## src/rtl/lcd_hd44780_driver_pkg.sv

```systemverilog
// Shared definitions for the HD44780 driver: command codes, init ROM, state encoding.
package lcd_pkg;

    typedef enum logic [2:0] {
        POWERUP,
        INIT,
        IDLE,
        SETUP,
        PULSE,
        HOLD,
        EXEC
    } lcd_state_t;

    localparam logic [7:0] FUNC_8BIT_2LINE = 8'h38;
    localparam logic [7:0] DISP_ON         = 8'h0C;
    localparam logic [7:0] CLEAR           = 8'h01;
    localparam logic [7:0] ENTRY_INC       = 8'h06;
    localparam logic [7:0] HOME            = 8'h02;

    localparam int INIT_LEN = 6;

    // Function set is repeated three times so the controller locks into 8-bit mode
    // regardless of the interface width it woke up in.
    localparam logic [7:0] INIT_ROM [INIT_LEN] = '{
        FUNC_8BIT_2LINE, FUNC_8BIT_2LINE, FUNC_8BIT_2LINE,
        DISP_ON, CLEAR, ENTRY_INC
    };

    // Counter width able to hold max_val-1; never narrower than one bit.
    function automatic int cnt_width(input int max_val);
        return (max_val > 1) ? $clog2(max_val) : 1;
    endfunction

endpackage

```

## src/rtl/lcd_hd44780_driver_if.sv

```systemverilog
// Request handshake from the line writer plus the LCD panel pins.
interface lcd_hd44780_driver_if;
    logic [7:0] chr;
    logic       write_char;
    logic       home;
    logic       ready;
    logic [7:0] lcd_data;
    logic       lcd_rs;
    logic       lcd_rw;
    logic       lcd_e;

    // Line writer side
    modport master (
        output chr, write_char, home,
        input  ready, lcd_data, lcd_rs, lcd_rw, lcd_e
    );

    // Driver side
    modport slave (
        input  chr, write_char, home,
        output ready, lcd_data, lcd_rs, lcd_rw, lcd_e
    );
endinterface

```

## src/rtl/lcd_hd44780_driver_bus_cycle.sv

```systemverilog
// One timed HD44780 write cycle: SETUP -> PULSE -> HOLD -> EXEC.
// state | meaning
// IDLE  | no cycle in flight, waiting for i_start
// SETUP | data/RS driven, E low
// PULSE | E high
// HOLD  | E low, data/RS still held
// EXEC  | controller busy executing; done on the last cycle
module lcd_bus_cycle
    import lcd_pkg::*;
#(
    parameter int T_SETUP = 2,
    parameter int T_PULSE = 25,
    parameter int T_HOLD  = 2,
    parameter int T_SHORT = 2_500,
    parameter int T_LONG  = 100_000
) (
    input  logic       i_clk,
    input  logic       i_reset,
    input  logic       i_start,
    input  logic [7:0] i_data,
    input  logic       i_rs,
    input  logic       i_long,
    output logic       o_done,
    output logic [7:0] o_lcd_data,
    output logic       o_lcd_rs,
    output logic       o_lcd_e
);

    localparam int MAX_A = (T_SETUP > T_PULSE) ? T_SETUP : T_PULSE;
    localparam int MAX_B = (T_HOLD > T_SHORT) ? T_HOLD : T_SHORT;
    localparam int MAX_C = (MAX_A > MAX_B) ? MAX_A : MAX_B;
    localparam int MAX_T = (MAX_C > T_LONG) ? MAX_C : T_LONG;
    localparam int CNT_W = cnt_width(MAX_T);

    lcd_state_t       r_phase;
    logic [CNT_W-1:0] r_cnt;
    logic [7:0]       r_data;
    logic             r_rs;
    logic             r_long;
    logic             r_e;
    logic             w_cnt_zero;

    assign w_cnt_zero = (r_cnt == '0);

    // done is combinational so the caller can chain the next cycle or raise ready
    // on the same edge EXEC expires, with no dead cycle in between.
    assign o_done     = (r_phase == EXEC) && w_cnt_zero;
    assign o_lcd_data = r_data;
    assign o_lcd_rs   = r_rs;
    assign o_lcd_e    = r_e;

    // Phase sequencer: each phase loads its count minus one and advances at zero.
    always_ff @(posedge i_clk) begin
        if (i_reset) begin
            r_phase <= IDLE;
            r_cnt   <= '0;
            r_data  <= '0;
            r_rs    <= 1'b0;
            r_long  <= 1'b0;
            r_e     <= 1'b0;
        end else begin
            case (r_phase)
                IDLE: begin
                    if (i_start) begin
                        r_data  <= i_data;
                        r_rs    <= i_rs;
                        r_long  <= i_long;
                        r_cnt   <= CNT_W'(T_SETUP - 1);
                        r_phase <= SETUP;
                    end
                end
                SETUP: begin
                    if (w_cnt_zero) begin
                        r_e     <= 1'b1;
                        r_cnt   <= CNT_W'(T_PULSE - 1);
                        r_phase <= PULSE;
                    end else begin
                        r_cnt <= r_cnt - 1'b1;
                    end
                end
                PULSE: begin
                    if (w_cnt_zero) begin
                        r_e     <= 1'b0;
                        r_cnt   <= CNT_W'(T_HOLD - 1);
                        r_phase <= HOLD;
                    end else begin
                        r_cnt <= r_cnt - 1'b1;
                    end
                end
                HOLD: begin
                    if (w_cnt_zero) begin
                        r_cnt   <= r_long ? CNT_W'(T_LONG - 1) : CNT_W'(T_SHORT - 1);
                        r_phase <= EXEC;
                    end else begin
                        r_cnt <= r_cnt - 1'b1;
                    end
                end
                EXEC: begin
                    if (w_cnt_zero) begin
                        if (i_start) begin
                            r_data  <= i_data;
                            r_rs    <= i_rs;
                            r_long  <= i_long;
                            r_cnt   <= CNT_W'(T_SETUP - 1);
                            r_phase <= SETUP;
                        end else begin
                            r_phase <= IDLE;
                        end
                    end else begin
                        r_cnt <= r_cnt - 1'b1;
                    end
                end
                default: begin
                    r_e     <= 1'b0;
                    r_phase <= IDLE;
                end
            endcase
        end
    end

endmodule

```

## src/rtl/lcd_hd44780_driver.sv

```systemverilog
// HD44780 8-bit bus driver: power-up wait, init sequence, then one bus cycle per request.
// state   | meaning
// POWERUP | waiting T_POWERUP cycles after reset
// INIT    | issuing the six-entry init ROM back to back
// IDLE    | serving line-writer requests; ready=1 when no cycle is in flight
module lcd_hd44780_driver
    import lcd_pkg::*;
#(
    parameter int T_POWERUP = 2_000_000,
    parameter int T_SETUP   = 2,
    parameter int T_PULSE   = 25,
    parameter int T_HOLD    = 2,
    parameter int T_SHORT   = 2_500,
    parameter int T_LONG    = 100_000
) (
    input  logic                  i_clk,
    input  logic                  i_reset,
    lcd_hd44780_driver_if.slave   io_bus
);

    localparam int PWR_W = cnt_width(T_POWERUP);

    lcd_state_t       r_state;
    logic [PWR_W-1:0] r_pwr_cnt;
    logic [2:0]       r_idx;
    logic             r_ready;

    logic       w_done;
    logic       w_accept;
    logic       w_pwr_last;
    logic       w_init_last;
    logic [2:0] w_next_idx;
    logic       w_start;
    logic [7:0] w_data;
    logic       w_rs;
    logic       w_long;
    logic [7:0] w_lcd_data;
    logic       w_lcd_rs;
    logic       w_lcd_e;

    assign w_accept    = (r_state == IDLE) && r_ready && (io_bus.write_char || io_bus.home);
    assign w_pwr_last  = (r_pwr_cnt == PWR_W'(T_POWERUP - 1));
    assign w_init_last = (r_idx == 3'(INIT_LEN - 1));
    assign w_next_idx  = r_idx + 3'd1;

    // Select what the bus cycle engine should start on this edge, if anything.
    always_comb begin
        w_start = 1'b0;
        w_data  = 8'h00;
        w_rs    = 1'b0;
        w_long  = 1'b0;
        case (r_state)
            POWERUP: begin
                if (w_pwr_last) begin
                    w_start = 1'b1;
                    w_data  = INIT_ROM[0];
                    w_long  = (INIT_ROM[0] == CLEAR);
                end
            end
            INIT: begin
                if (w_done && !w_init_last) begin
                    w_start = 1'b1;
                    w_data  = INIT_ROM[w_next_idx];
                    w_long  = (INIT_ROM[w_next_idx] == CLEAR);
                end
            end
            IDLE: begin
                if (w_accept) begin
                    w_start = 1'b1;
                    if (io_bus.home) begin
                        // home wins over a simultaneous char; the char is dropped
                        w_data = HOME;
                        w_rs   = 1'b0;
                        w_long = 1'b1;
                    end else begin
                        w_data = io_bus.chr;
                        w_rs   = 1'b1;
                        w_long = 1'b0;
                    end
                end
            end
            default: begin
                w_start = 1'b0;
            end
        endcase
    end

    // Top sequencer; the power-up timer counts up from the cleared reset value.
    always_ff @(posedge i_clk) begin
        if (i_reset) begin
            r_state   <= POWERUP;
            r_pwr_cnt <= '0;
            r_idx     <= 3'd0;
            r_ready   <= 1'b0;
        end else begin
            case (r_state)
                POWERUP: begin
                    if (w_pwr_last) begin
                        r_idx   <= 3'd0;
                        r_state <= INIT;
                    end else begin
                        r_pwr_cnt <= r_pwr_cnt + 1'b1;
                    end
                end
                INIT: begin
                    if (w_done) begin
                        if (w_init_last) begin
                            r_ready <= 1'b1;
                            r_state <= IDLE;
                        end else begin
                            r_idx <= w_next_idx;
                        end
                    end
                end
                IDLE: begin
                    if (w_accept) begin
                        r_ready <= 1'b0;
                    end else if (!r_ready && w_done) begin
                        r_ready <= 1'b1;
                    end
                end
                default: begin
                    r_ready <= 1'b0;
                    r_state <= POWERUP;
                end
            endcase
        end
    end

    lcd_bus_cycle #(
        .T_SETUP (T_SETUP),
        .T_PULSE (T_PULSE),
        .T_HOLD  (T_HOLD),
        .T_SHORT (T_SHORT),
        .T_LONG  (T_LONG)
    ) u_bus_cycle (
        .i_clk      (i_clk),
        .i_reset    (i_reset),
        .i_start    (w_start),
        .i_data     (w_data),
        .i_rs       (w_rs),
        .i_long     (w_long),
        .o_done     (w_done),
        .o_lcd_data (w_lcd_data),
        .o_lcd_rs   (w_lcd_rs),
        .o_lcd_e    (w_lcd_e)
    );

    assign io_bus.ready    = r_ready;
    assign io_bus.lcd_data = w_lcd_data;
    assign io_bus.lcd_rs   = w_lcd_rs;
    assign io_bus.lcd_rw   = 1'b0;
    assign io_bus.lcd_e    = w_lcd_e;

endmodule

```

## src/flat_wrapper.sv

```systemverilog
// flat-port wrapper written by rule: the top's interface ports become plain ports
module lcd_hd44780_driver_flat import lcd_pkg::*;
#(
    parameter int T_POWERUP = 2_000_000,
    parameter int T_SETUP   = 2,
    parameter int T_PULSE   = 25,
    parameter int T_HOLD    = 2,
    parameter int T_SHORT   = 2_500,
    parameter int T_LONG    = 100_000
)
  (i_clk, i_reset, io_bus_chr, io_bus_write_char, io_bus_home, io_bus_ready, io_bus_lcd_data, io_bus_lcd_rs, io_bus_lcd_rw, io_bus_lcd_e);
  lcd_hd44780_driver_if io_bus_i ();
  input  logic i_clk;
  input  logic i_reset;
  input wire logic [$bits(io_bus_i.chr)-1:0] io_bus_chr;
  input wire logic [$bits(io_bus_i.write_char)-1:0] io_bus_write_char;
  input wire logic [$bits(io_bus_i.home)-1:0] io_bus_home;
  output wire logic [$bits(io_bus_i.ready)-1:0] io_bus_ready;
  output wire logic [$bits(io_bus_i.lcd_data)-1:0] io_bus_lcd_data;
  output wire logic [$bits(io_bus_i.lcd_rs)-1:0] io_bus_lcd_rs;
  output wire logic [$bits(io_bus_i.lcd_rw)-1:0] io_bus_lcd_rw;
  output wire logic [$bits(io_bus_i.lcd_e)-1:0] io_bus_lcd_e;
  assign io_bus_i.chr = io_bus_chr;
  assign io_bus_i.write_char = io_bus_write_char;
  assign io_bus_i.home = io_bus_home;
  assign io_bus_ready = io_bus_i.ready;
  assign io_bus_lcd_data = io_bus_i.lcd_data;
  assign io_bus_lcd_rs = io_bus_i.lcd_rs;
  assign io_bus_lcd_rw = io_bus_i.lcd_rw;
  assign io_bus_lcd_e = io_bus_i.lcd_e;
  lcd_hd44780_driver #(.T_POWERUP(T_POWERUP), .T_SETUP(T_SETUP), .T_PULSE(T_PULSE), .T_HOLD(T_HOLD), .T_SHORT(T_SHORT), .T_LONG(T_LONG)) u_core (.i_clk(i_clk), .i_reset(i_reset), .io_bus(io_bus_i));
endmodule
```

## config.mk

```make
export PLATFORM = sky130hd
export DESIGN_NAME = lcd_hd44780_driver_flat
export DESIGN_NICKNAME = d
export VERILOG_FILES = /design/src/rtl/lcd_hd44780_driver_pkg.sv /design/src/rtl/lcd_hd44780_driver_if.sv /design/src/rtl/lcd_hd44780_driver_bus_cycle.sv /design/src/rtl/lcd_hd44780_driver.sv /design/src/flat_wrapper.sv
export SDC_FILE = /design/constraint.sdc
export NUM_CORES = 1
export LEC_CHECK = 0
export ABC_AREA = 1
export CORE_ASPECT_RATIO = 0.9
export CORE_UTILIZATION = 65
export DETAILED_ROUTE_END_ITERATION = 8
export GPL_TIMING_DRIVEN = 1
export PLACE_DENSITY_LB_ADDON = 0.08
export SLEW_MARGIN = 20
export SYNTH_ARGS = -nofsm -noshare
export SYNTH_HDL_FRONTEND = slang
export SYNTH_SLANG_ARGS = --single-unit
```

## constraint.sdc

```tcl
create_clock -name i_clk -period 2.7 [get_ports i_clk]
set_input_delay 0.54 -clock i_clk [delete_from_list [all_inputs] [get_ports i_clk]]
set_output_delay 0.54 -clock i_clk [all_outputs]
set_load 0.02 [all_outputs]
```

run_1/wires.png
Scale: 6 px per µm. Only two layers are drawn.
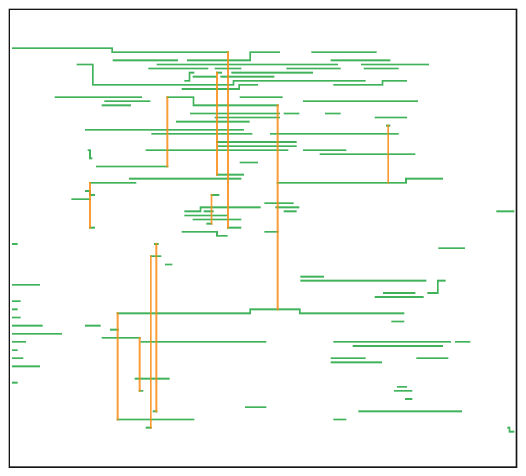
orange -> metal 4  # wire length 197 µm
green -> metal 3  # wire length 915 µm
final wirelength: 10.59 mm
via count: 4272
wire per inst: 14.39 µm
gr usage total: 34.72%

run_1/congestion.png
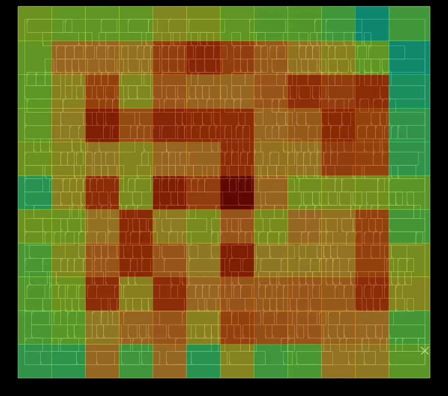
post-layout util: 76.56%
met3 global-route usage: 8.667%
grt met1 use: 48.25%
GR peak layer: met2
GR Util met2: 53.20%

run_1/layer_met4.png
Scale: 6 px per µm. Supply wires on this layer in gray.
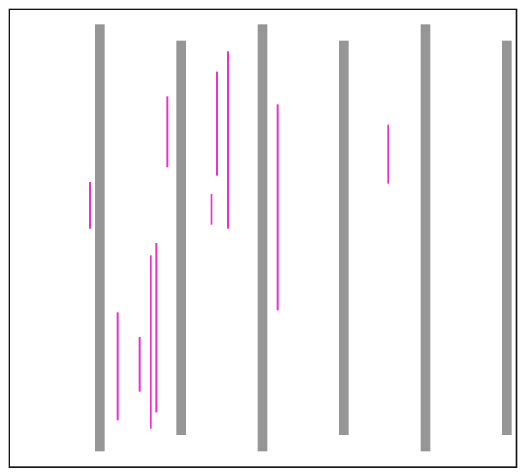
wire length on this layer = 197 µm
nets with wire on the layer = 8

==> impl_metrics.csv, run 1 <==
group,metric,value,unit
status,outcome,"complete, but fails checks",
status,violations,"design-rule violations",
global_route,grt_antenna_before_repair,0,
synthesis,top_cell_area_share,29.31,%
drt,viasPerCell,5.804,
cells_and_area,clock_buffers,9,
synthesis,common_cells,"nand2_1, inv_1, nor2_1",
cells_and_area,final_cell_mix,"nand2_1, inv_1, nor2_1, dfxtp_1, nand3_1",
clocking,cts_hold_buf,0,
cells_and_area,largestClassByArea,"combinational gates",
final_timing,slew_headroom,65.70,%
synthesis,synthesis.area,3961,µm²
floorplan,initial_core_util,68.41,%
floorplan,io_pins,24,
clocking,path_clk_slew,70,ps
floorplan,core-area,5791,µm²
synthesis,yosysCellCount,637,
drt,wl_met1,4.794,mm
clocking,cts_tree,"yes",
final_timing,grt_setup_unrepaired,"no",
drt,highest_layer,"met4",
synthesis,ff_type,"dfxtp_1",
cells_and_area,mi_logic_area,2417,µm²
min_path,hold_path.class,"reg2reg",
final_timing,skew,9.531,ps
job,maxCapViolations,0,
global_route,grt_pass1_vias,3868,
global_route,grt_pass1_wl,17.95,mm
cells_and_area,sh_comb_area,54.53,%
floorplan,die.size.y,76.06,µm
synthesis,ys_sh_adder,3.159,%
clocking,clkLatencyLatePin,360,ps
synthesis,yosysChipArea,3961,µm²
min_path,min_delay_worst_endpoint,"u_core.u_bus_cycle.o_lcd_data[4]",
clocking,numCtsBuffers,9,
cells_and_area,sh_seq_area,26.19,%
final_timing,finalSetupTns,0,ps
cells_and_area,design_area,4433,µm²
cells_and_area,mostFrequentLayoutCell,"nand2_1",
final_timing,layout_min_cycle_time,2295,ps
floorplan,well_tap_count,70,
synthesis,ys_top_logic_family,"simple AND/OR/NAND/NOR gates",
power_and_ir_drop,pg_clk,805,µW
synthesis,synth_seq_share,29.31,%
final_timing,whs,468.3,ps
cells_and_area,areaGrowthSynthToFinish,11.91,%
cells_and_area,inverters,82,
worst_setup_path,criticalPathCategory,"reg2reg",
worst_setup_path,reg2reg_slack,410,ps
power_and_ir_drop,p_leak,1.941,nW
placement,portBuffers,22,
worst_setup_path,worstSetupStartpointType,"register",
power_and_ir_drop,seqPwrFrac,29.0,%
worst_setup_path,r2r_start,"u_core.u_bus_cycle.r_cnt[0]",
final_timing,hold_viol,0,
synthesis,edf_count,0,
power_and_ir_drop,p_int,1.992,mW
cells_and_area,logic_gate_count,482,
cells_and_area,num_antenna_cells,0,
power_and_ir_drop,combinationalPowerShare,50.0,%
drt,drc,3,
final_timing,setup_viol,0,
global_route,overflow,0,
placement,globalplace.congestion,0.9231,
final_timing,timing.final.ws_setup,405.3,ps
synthesis,syn_avg_cell_area,6.219,µm²
placement,dp_slack,397.7,ps
floorplan,chipArea,6411,µm²
clocking,ctsResizeCount,0,
global_route,grt_max_degree,31,
cells_and_area,nFlopsAndLatches,58,
min_path,whs_path_depth,2,
worst_setup_path,path_max_fanout,13,
cells_and_area,signal_buffers,28,
synthesis,area_leaders,"dfxtp_1, nand2_1, inv_1, nand3_1, nor2_1",
worst_setup_path,cp-startpoint,"u_core.u_bus_cycle.r_cnt[0]",
clocking,max-clock-path-buffers,2,
clocking,postCtsSetupBuffers,0,
synthesis,syn_nets,659,
synthesis,synthCells,637,
final_timing,slew_violations,0,
drt,dr.pass1.iters,7,
power_and_ir_drop,ir_drop,587.8,µV
final_timing,fmax,435.8,MHz
cells_and_area,fill_cells,476,
drt,drtIter0Drc,364,
-- run 1: per-stage QoR --
| stage | power, mW | cells |
|---|---|---|
| global route | 4.146 | 736 |
| global placement | 2.903 | 720 |
| finish | 3.833 | 736 |
| detailed placement | 2.948 | 720 |
| CTS | 3.759 | 736 |
| floorplan | 2.542 | 637 |
-- run 1: critical path, cell delays in order, from the launching register on --
cell	delay [ps]
dfxtp_1	350
inv_1	140
ha_1	250
nand3_1	110
nor2_2	160
nand2_2	210
nand2_1	200
nand2_1	110
nor2_4	270
inv_1	200
nand2_1	90
a21oi_1	70
-- run 1: layer usage --
| metal | up-vias | track usage, % |
|---|---|---|
| li1 | 2115 | - |
| met2 | 200 | 53.20 |
| met4 | 0 | 10.00 |
| met5 | - | 0 |
| met1 | 1930 | 48.25 |
| met3 | 27 | 8.667 |
run_1/layer_met1.png
Scale: 6 px per µm. Supply wires on this layer in gray.
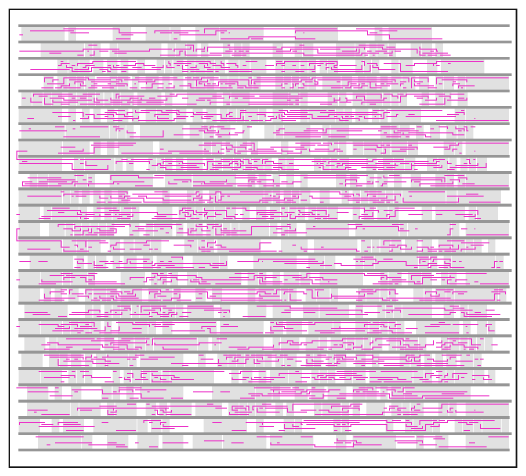

==> run 2, diff against run 1 <==
CORE_UTILIZATION = 54   (was 65)
clock period = 2.1 ns   (was 2.7 ns; I/O delays follow)
run_2/layer_met1.png
Scale: 6 px per µm. Supply wires on this layer in gray.
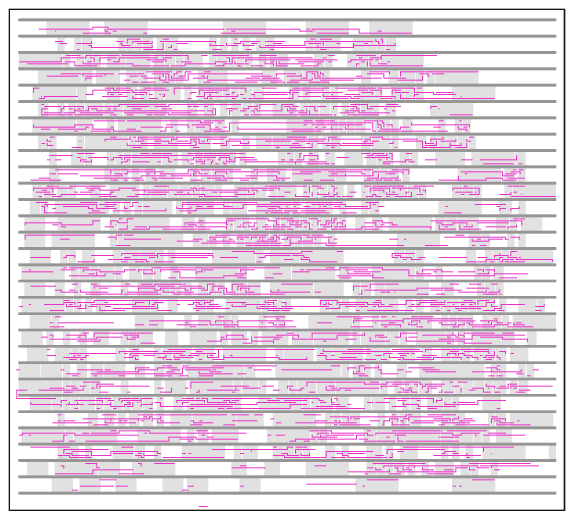
main direction = horizontal
share of all routed wire = 46%
grt met1 use: 39.86%
via count: 4377

==> run 2 against run 1 <==
- the run now ends clean
- sequential cell count unchanged
- final cell count up 5.6%
- synthesized cell count unchanged
- clock-buffer cell count up 2
- first-iteration DRC count up 9.9%
- core utilization down 10 points
- clock skew down 0.99 ps
- register-to-register slack worse by 290 ps
==> impl_metrics.csv, run 2 <==
group,metric,value,unit
clocking,postCtsSetupBuffers,0,
clocking,cts_hold_buf,0,
cells_and_area,mostFrequentLayoutCell,"nand2_1",
synthesis,top_cell_area_share,29.31,%
drt,viasPerCell,5.633,
global_route,use_met3,6.136,%
power_and_ir_drop,p_int,2.992,mW
power_and_ir_drop,pg_clk,1.33,mW
global_route,grt_max_degree,29,
final_timing,whs,466.7,ps
global_route,grt_pass1_vias,3839,
min_path,whs_path_depth,2,
drt,wl_met1,4.851,mm
cells_and_area,logic_gate_count,482,
cells_and_area,mi_logic_area,2452,µm²
drt,wire_per_inst,13.69,µm
clocking,max-clock-path-buffers,2,
cells_and_area,num_antenna_cells,0,
power_and_ir_drop,seqPwrFrac,26.2,%
final_timing,setup_viol,0,
global_route,grt_antenna_before_repair,0,
job,maxCapViolations,0,
worst_setup_path,crit_chain,"inv_1 > ha_1 > a21oi_4 > nand4_2 > nand3_2 > nand2_2 > buf_4 > nand3_1 > nand2_1 > o21bai_1 > inv_1",
clocking,path_clk_slew,70,ps
power_and_ir_drop,p_leak,2.077,nW
worst_setup_path,reg2reg_slack,120,ps
min_path,hold_path.class,"reg2reg",
drt,drtIter0Drc,400,
synthesis,syn_avg_cell_area,6.219,µm²
cells_and_area,sh_seq_area,24.76,%
status,outcome,"finished, final reports clean",
global_route,gr-usage-all-layers,28.85,%
final_timing,hold_viol,0,
cells_and_area,areaGrowthSynthToFinish,18.38,%
synthesis,common_cells,"nand2_1, inv_1, nor2_1",
cells_and_area,clock_buffers,11,
worst_setup_path,cp-startpoint,"u_core.r_idx[1]",
synthesis,ys_sh_adder,3.159,%
synthesis,ff_type,"dfxtp_1",
final_timing,layout_min_cycle_time,1981,ps
cells_and_area,signal_buffers,46,
worst_setup_path,cp_num_buf_inv,3,
synthesis,syn_nets,659,
clocking,numCtsBuffers,9,
cells_and_area,nFlopsAndLatches,58,
drt,highest_layer,"met4",
power_and_ir_drop,total_power,5.377,mW
final_timing,skew,8.538,ps
global_route,grtUsageMet2,44.98,%
global_route,overflow,0,
final_timing,slew_violations,0,
worst_setup_path,r2r_start,"u_core.r_idx[1]",
floorplan,initial_core_util,55.99,%
worst_setup_path,criticalPathCategory,"reg2reg",
synthesis,ys_top_logic_family,"simple AND/OR/NAND/NOR gates",
synthesis,yosysCellCount,637,
clocking,cts_tree,"yes",
clocking,clkLatencyLatePin,340,ps
global_route,grt_pass1_wl,17.90,mm
worst_setup_path,critPathMaxStageDelay,370,ps
drt,dr.pass1.iters,6,
drt,drc,0,
synthesis,area_leaders,"dfxtp_1, nand2_1, inv_1, nand3_1, nor2_1",
worst_setup_path,path_max_fanout,11,
floorplan,well_tap_count,93,
final_timing,fmax,504.9,MHz
power_and_ir_drop,ir_drop,846.8,µV
==> run 2: cell counts after synthesis <==
No cell type changed its count.
==> run 2: cells by family (layout without fill, tap and decap cells) <==
| family | after synthesis | after routing |
|---|---|---|
| DFF | 58 | 58 |
| adders and majority gates | 10 | 10 |
| and+or+nand+nor | 348 | 348 |
| other | 1 | 1 |
| AOI/OAI and AO/OA | 106 | 106 |
| xor gates and xnor gates | 17 | 17 |
| buffers and inverters | 97 | 144 |
==> run 2: stage by stage <==
step | utilization (%) | worst slack [ps] | cells
2_1_floorplan | - | 310.7 | 637
3_3_place_gp | 62.12 | 143.3 | 760
3_5_place_dp | 62.12 | 116.9 | 760
4_1_cts | 65.68 | 145.7 | 776
5_1_grt | 66.28 | 9.847 | 777
6_report | 66.28 | 119.3 | 777
run_2/flops_by_reg.png
Scale: 4 px per µm. Other sequential cells in the stronger gray, the rest of the logic in the fainter gray.
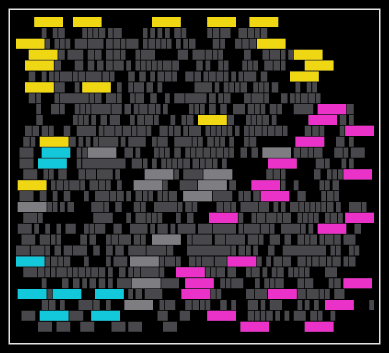

==> run 3, diff against run 2 <==
REMOVE_ABC_BUFFERS = 1   (was unset)
run_3/flops_by_reg.png
Scale: 4 px per µm. Other sequential cells in the stronger gray, the rest of the logic in the fainter gray.
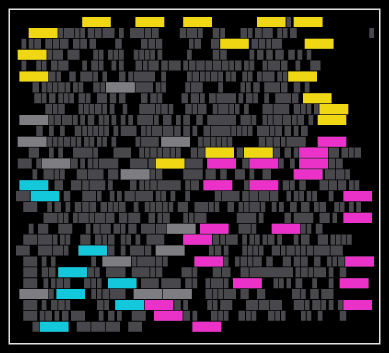
cyan -> u_core.u_bus_cycle.o_lcd_data  # flops 8, where bottom left
yellow -> u_core.u_bus_cycle.r_cnt  # flops 17
magenta -> u_core.r_pwr_cnt  # flops 21
not colored = 12
fraction of area in registers: 24.71%
Sequential Area: 1161 µm²
P_seq: 1.39 mW

==> run 3 against run 2 <==
- cell area increased by 0.21%
- sequential power about the same
- maximum frequency increased by 1.4%
- register-to-register slack better by 30 ps
- critical path type unchanged
- critical endpoint is now u_core.u_bus_cycle.o_lcd_data[2]
- largest power group unchanged
==> impl_metrics.csv, run 3 <==
group,metric,value,unit
status,outcome,"finished, final reports clean",
synthesis,ys_top_logic_family,"simple AND/OR/NAND/NOR gates",
synthesis,area_leaders,"dfxtp_1, nand2_1, inv_1, nand3_1, nor2_1",
cells_and_area,final_util,66.42,%
cells_and_area,final_cell_mix,"nand2_1, inv_1, nor2_1, dfxtp_1, nand3_1",
drt,drtIter0Drc,215,
final_timing,finalSetupTns,0,ps
placement,globalplace.congestion,0.9517,
final_timing,setup_viol,0,
cells_and_area,clock_buffers,12,
cells_and_area,inverters,82,
synthesis,synth_seq_share,29.31,%
clocking,cts_tree,"yes",
job,maxCapViolations,0,
synthesis,syn_avg_cell_area,6.219,µm²
worst_setup_path,worstSetupStartpointType,"register",
drt,route.vias.total,4239,
floorplan,initial_core_util,55.99,%
synthesis,common_cells,"nand2_1, inv_1, nor2_1",
cells_and_area,num_antenna_cells,0,
floorplan,io_pins,24,
placement,dp_cells,768,
cells_and_area,mi_logic_area,2446,µm²
worst_setup_path,crit_family,"simple AND/OR/NAND/NOR gates",
floorplan,chipArea,7683,µm²
power_and_ir_drop,seqPwrFrac,27.6,%
power_and_ir_drop,total_power,5.039,mW
clocking,cts_hold_buf,0,
final_timing,hold_viol,0,
final_timing,skew,10.81,ps
min_path,hold_path.class,"reg2reg",
worst_setup_path,criticalPathCategory,"reg2reg",
synthesis,yosysChipArea,3961,µm²
final_timing,fmax,511.8,MHz
worst_setup_path,cpMaxStageDelayCell,"dfxtp_1",
clocking,max-clock-path-buffers,2,
worst_setup_path,path_max_fanout,8,
clocking,clkLatencyLatePin,340,ps
power_and_ir_drop,combinationalPowerShare,52.4,%
cells_and_area,signal_buffers,56,
worst_setup_path,reg2reg_slack,150,ps
cells_and_area,sh_comb_area,52.05,%
synthesis,edf_count,0,
global_route,grt_antenna_before_repair,0,
clocking,path_clk_slew,70,ps
power_and_ir_drop,ir_drop,898.3,µV
synthesis,yosysCellCount,637,
cells_and_area,fill_cells,657,
global_route,overflow,0,
worst_setup_path,crit_chain,"inv_2 > ha_2 > nand3_1 > nor2_4 > nand4_2 > nand3_2 > nand2_4 > nor2_4 > buf_4 > nand2_1 > nand2_1 > nor2_1",
placement,portBuffers,22,
cells_and_area,largestClassByArea,"combinational gates",
drt,wire_per_inst,13.29,µm
drt,viasPerCell,5.393,
drt,dr.pass1.iters,5,
cells_and_area,instances_no_fill,786,
worst_setup_path,cp_num_buf_inv,2,
power_and_ir_drop,pwr-share-clk,20.0,%
global_route,grt_max_degree,31,
cells_and_area,logic_gate_count,482,
clocking,postCtsSetupBuffers,0,
power_and_ir_drop,p_leak,2.106,nW
synthesis,synthCells,637,
synthesis,ff_type,"dfxtp_1",
final_timing,slew_violations,0,
global_route,gr-usage-all-layers,28.44,%
synthesis,top_cell_area_share,29.31,%
floorplan,rows,29,
drt,drc,0,
cells_and_area,nFlopsAndLatches,58,
floorplan,well_tap_count,93,
run 3: final timing paths:
check                                                      start                               end  cells past startpoint
worst max-delay path                 u_core.u_bus_cycle.r_cnt[0]  u_core.u_bus_cycle.o_lcd_data[2]                     12
worst min-delay path            u_core.u_bus_cycle.o_lcd_data[4]  u_core.u_bus_cycle.o_lcd_data[4]                      2
worst min register to register  u_core.u_bus_cycle.o_lcd_data[4]  u_core.u_bus_cycle.o_lcd_data[4]                      2
worst max register to register       u_core.u_bus_cycle.r_cnt[0]  u_core.u_bus_cycle.o_lcd_data[2]                     12
run 3: layer usage:
layer	routed length, µm	vias up	global-route usage, %
li1	-	2170	-
met1	5186	1932	40.91
met2	4424	128	43.69
met3	751	9	5.678
met4	87	0	6.392
met5	0	-	0
Power and IR drop assume default switching activity.
